**Supply network**

Bar = 20 microns. Pins as bars on the die edge.
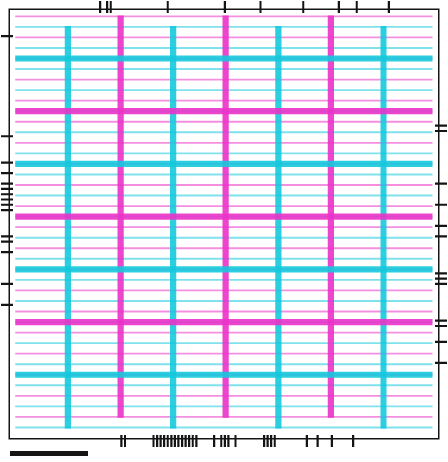
**Cell classes on the final placement**

Bar = 20 microns.
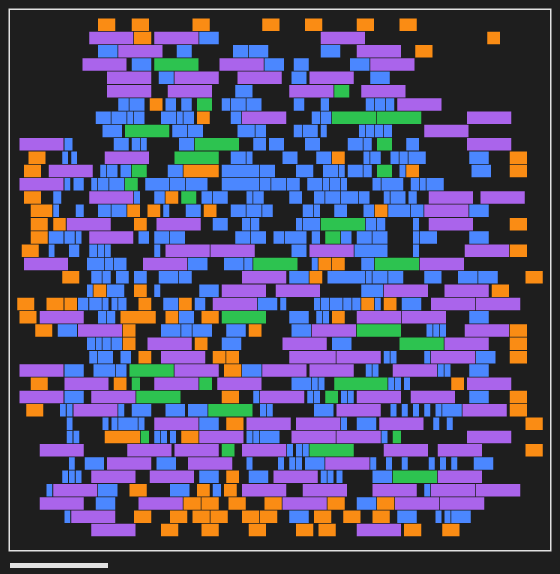
**Routed clock nets over the placement**

Bar = 20 microns.
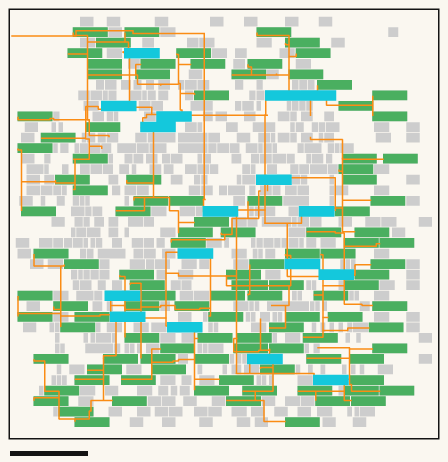
**Routed metal, one color a layer**

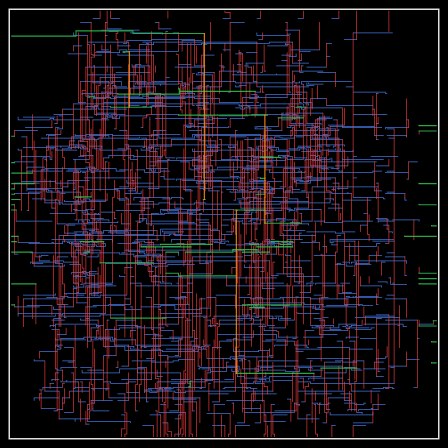
### src/rtl/prog_mem_loader.sv
// prog_mem_loader: fills program memory from a length-prefixed byte stream and holds the core meanwhile
module prog_mem_loader #(
  parameter int ADDR_W = 16,
  parameter int DEPTH  = 1024
) (
  input  logic              clk,
  input  logic              reset,
  input  logic              start,
  input  logic [7:0]        rx_data,
  input  logic              rx_valid,
  output logic              rx_ready,
  output logic              pm_we,
  output logic [ADDR_W-1:0] pm_addr,
  output logic [31:0]       pm_wdata,
  output logic              busy,
  output logic              core_hold,
  output logic              done,
  output logic              error
);
  typedef enum logic [2:0] {IDLE, LEN_HI, LEN_LO, DATA, WRITE, DONE_ST} state_t;
  state_t      state;
  logic [15:0] count;
  logic [15:0] index;
  logic [1:0]  nbyte;
  logic [23:0] word;
  logic        xfer;
  logic [15:0] len;
  assign rx_ready  = state inside {LEN_HI, LEN_LO, DATA};
  assign xfer      = rx_valid & rx_ready;
  assign len       = {count[15:8], rx_data};
  assign core_hold = busy;
  // Loader FSM; write port and status flags are registered on the transition into each state
  always_ff @(posedge clk or negedge reset) begin
    if (!reset) begin
      state    <= IDLE;
      count    <= '0;
      index    <= '0;
      nbyte    <= '0;
      word     <= '0;
      pm_we    <= 1'b0;
      pm_addr  <= '0;
      pm_wdata <= '0;
      busy     <= 1'b0;
      done     <= 1'b0;
      error    <= 1'b0;
    end else begin
      case (state)
        IDLE: if (start) begin
          state <= LEN_HI;
          busy  <= 1'b1;
          done  <= 1'b0;
          error <= 1'b0;
        end
        LEN_HI: if (xfer) begin
          count[15:8] <= rx_data;
          state       <= LEN_LO;
        end
        LEN_LO: if (xfer) begin
          count <= len;
          if (len == 16'd0 || {16'd0, len} > 32'(DEPTH)) begin
            error <= 1'b1;
            busy  <= 1'b0;
            state <= IDLE;
          end else begin
            index <= '0;
            nbyte <= '0;
            state <= DATA;
          end
        end
        DATA: if (xfer) begin
          word  <= {word[15:0], rx_data};
          nbyte <= nbyte + 2'd1;
          if (nbyte == 2'd3) begin
            pm_we    <= 1'b1;
            pm_addr  <= ADDR_W'(index);
            pm_wdata <= {word, rx_data};
            state    <= WRITE;
          end
        end
        WRITE: begin
          pm_we <= 1'b0;
          if (index == count - 16'd1) begin
            done  <= 1'b1;
            busy  <= 1'b0;
            state <= DONE_ST;
          end else begin
            index <= index + 16'd1;
            nbyte <= '0;
            state <= DATA;
          end
        end
        default: state <= IDLE;
      endcase
    end
  end
endmodule

### config.mk
export PLATFORM = sky130hd
export DESIGN_NAME = prog_mem_loader
export DESIGN_NICKNAME = d
export VERILOG_FILES = /design/src/rtl/prog_mem_loader.sv
export SDC_FILE = /design/constraint.sdc
export NUM_CORES = 1
export LEC_CHECK = 0
export ABC_CLOCK_PERIOD_IN_PS = 2820
export CORE_UTILIZATION = 45
export DETAILED_ROUTE_END_ITERATION = 12
export GPL_ROUTABILITY_DRIVEN = 1
export HOLD_SLACK_MARGIN = 0.08
export PLACE_DENSITY = 0.67
export SYNTH_ARGS = -nofsm -noshare
export SYNTH_HDL_FRONTEND = slang
export SYNTH_SLANG_ARGS = --single-unit
### constraint.sdc
create_clock -name clk -period 2.82 [get_ports clk]
set_input_delay 0.705 -clock clk [delete_from_list [all_inputs] [get_ports clk]]
set_output_delay 0.705 -clock clk [all_outputs]
set_load 0.05 [all_outputs]
==> changes_impl.md <==
### Implementation results

- Status: finished, final reports clean
- EDFF count, synth: 0
- Clk ins delay skew pair: 0.41 ns
- DP Cell Count: 693
- CP Class: flip-flop to flip-flop
- Crit end category: flip-flop
- Initial antenna violation count: 0
- Tool warning count: 27
- H-tree levels: 4
- Leakage: 3.12 nW
- Comb area: 2350 sq um
- I/O pins: 66
- Via density: 5.42
- Top cell family by delay on the critical path: simple AND/OR/NAND/NOR gates
- Met3 routed wirelength: 421 microns
- CTS tree: yes
- Share of post-route cells with drive strength above 1: 27.6%
- WHS: 0.306 ns
- Worst Path Buf+Inv: 3
- Die ar.: 12,200 sq um
- DR top layer: met4
- RSZ-0062 raised after global routing: true
- Tap Cells: 143
- Power Density: 1220 nW/um^2
- Chip area line of the yosys report: 5290 sq um
- Mapped Cells: 476
- Seq_cells: 113
- Worst-Margin Slew: 0.583 ns
- Register area share after synthesis: 53.4%
- Top cells by count: dfrtp_1 (113), nand2_1 (97), mux2_2 (61), xnor2_1 (16), clkbuf_1 (15)
- Layout Cells excl Fill: 729
- Final setup fails: 0
- TritonCTS Buffers: 17
- Buffers, non-clock: 103
- Max-slew violation count: 0
- Clock-pin slew on the worst setup and hold paths: 0.06 ns
- Top cell by count, worst path: buf_4
- Fin. Hold Viols: 0
- CP cell instances: buf_4 -> or4_1 -> nor4_2 -> a2111oi_1 -> nand4_1 -> nor4_4 -> buf_4 -> buf_4 -> or4b_4 -> o21ai_2
- Vias in the first global route: 3,990
- Largest cell class: registers
- Main area contributors after synthesis: dfrtp_1 (53%), mux2_2 (13%), nand2_1 (6.9%)
- Main flop type: dfrtp_1
- Largest net degree at the start of global routing: 47
- Met1 WL: 5.47 mm
- Crit path DRT: 3.16 ns
- Period Utilization, post-route: 99.6%
- N_diodes: 0
- Critical Path Max Stage Delay: 0.60 ns
- Avg Inst Size Synth: 11.1 sq um
- Slew Limit Headroom: 61.2%
- Flop area: 2830 sq um
- Init Core Util: 46.3%
- Most frequent cell after synthesis: dfrtp_1
Notes on 'supply network' above:
- magenta: VDD
- cyan: VSS
- rows: 39
- signal pins: 66
- met4 straps: 7
- met1 rails: 40
VDD IR-drop max: 0.651 mV
die extent in x: 110 microns

Notes on 'cell classes on the final placement' above:
- orange: other buffers and delay cells (cells 103; share of their area 14%)
- purple: flip-flops (cells 113; share of their area 42%)
- green: clock drivers and dummy loads (cells 32; share of their area 8.3%)
- blue: all other logic (cells 338; share of their area 35%)
Post-Layout Inst Area: 6920 sq um
sequential share of cell area: 40.9%
core area: 11,400 sq um

Notes on 'routed clock nets over the placement' above:
- orange: clock wires (length 1,460 microns)
- green: flip-flops (count 113)
- cyan: cells driving clock nets (count 17)
- flops lie: widely spread
- routed clock nets: 18

Notes on 'routed metal, one color a layer' above:
- green: met3 (wire length 422 microns)
- orange: met4 (wire length 127 microns)
- red: met2 (wire length 5,900 microns)
- blue: met1 (wire length 5,470 microns)
gr usage total: 20.5%
vias after detailed routing: 3,949
wire per inst: 16.3 microns

## per-layer routing
metal	track usage [%]	up-vias
li1	-	1872
met1	27.3	1975
met2	33.3	91
met3	5.10	11
met4	5.69	0
met5	0	-
## through the flow
stage | setup TNS (ns) | utilization (%) | area, sq um | setup WS [ns]
global route | -0.186 | 60.6 | 6920 | -0.0625
floorplan | 0 | - | 5290 | 0.309
CTS | 0 | 60.1 | 6870 | 0.0279
finish | 0 | 60.6 | 6920 | 0.0126
detailed placement | -0.535 | 55.2 | 6300 | -0.151
global placement | -0.0201 | 55.2 | 6300 | -0.0201
## timing repair
action,CTS,global route
hold buffers,0,0
pin swaps,1,3
setup endpoints to repair,12,18
buffers inserted,0,4
resized,1,6
## placed cells by master, fill, tap and decap left out, types with 10 or more instances in the layout
master           netlist  layout
dfrtp_1              113     112
nand2_1               97      96
clkdlybuf4s50_1        0      63
mux2_2                61      61
buf_4                  2      36
clkbuf_16              0      17
xnor2_1               16      16
or3_1                 13      13
o21ai_0               11      11
nor2_1                11      10
## worst paths after layout
check / start / to / cells past startpoint
min reg2reg: word[18] / word[18] / 2
min: reset / pm_addr[13] / 1
max reg2reg: count[2] / index[9] / 10
max: count[2] / index[9] / 10
min in group clk: word[18] / word[18] / 2
max in group asynchronous: reset / pm_wdata[15] / 2
## sequential cells by signal, summed over array words and instances (netlist names)
signal	count
nbyte	2
index	16
error	1
count	16
word	24
pm_wdata	32
pm_we	1
state	3
pm_addr	16
done	1
busy	1
## power by group
part	switching [W]	internal [W]	total (W)
Combinational	0.00204	0.00150	0.00354
Clock	0.000785	0.00121	0.00200
Sequential	0.000649	0.00226	0.00291
Total	0.00348	0.00498	0.00846
Power is estimated from default activity; no workload was simulated.
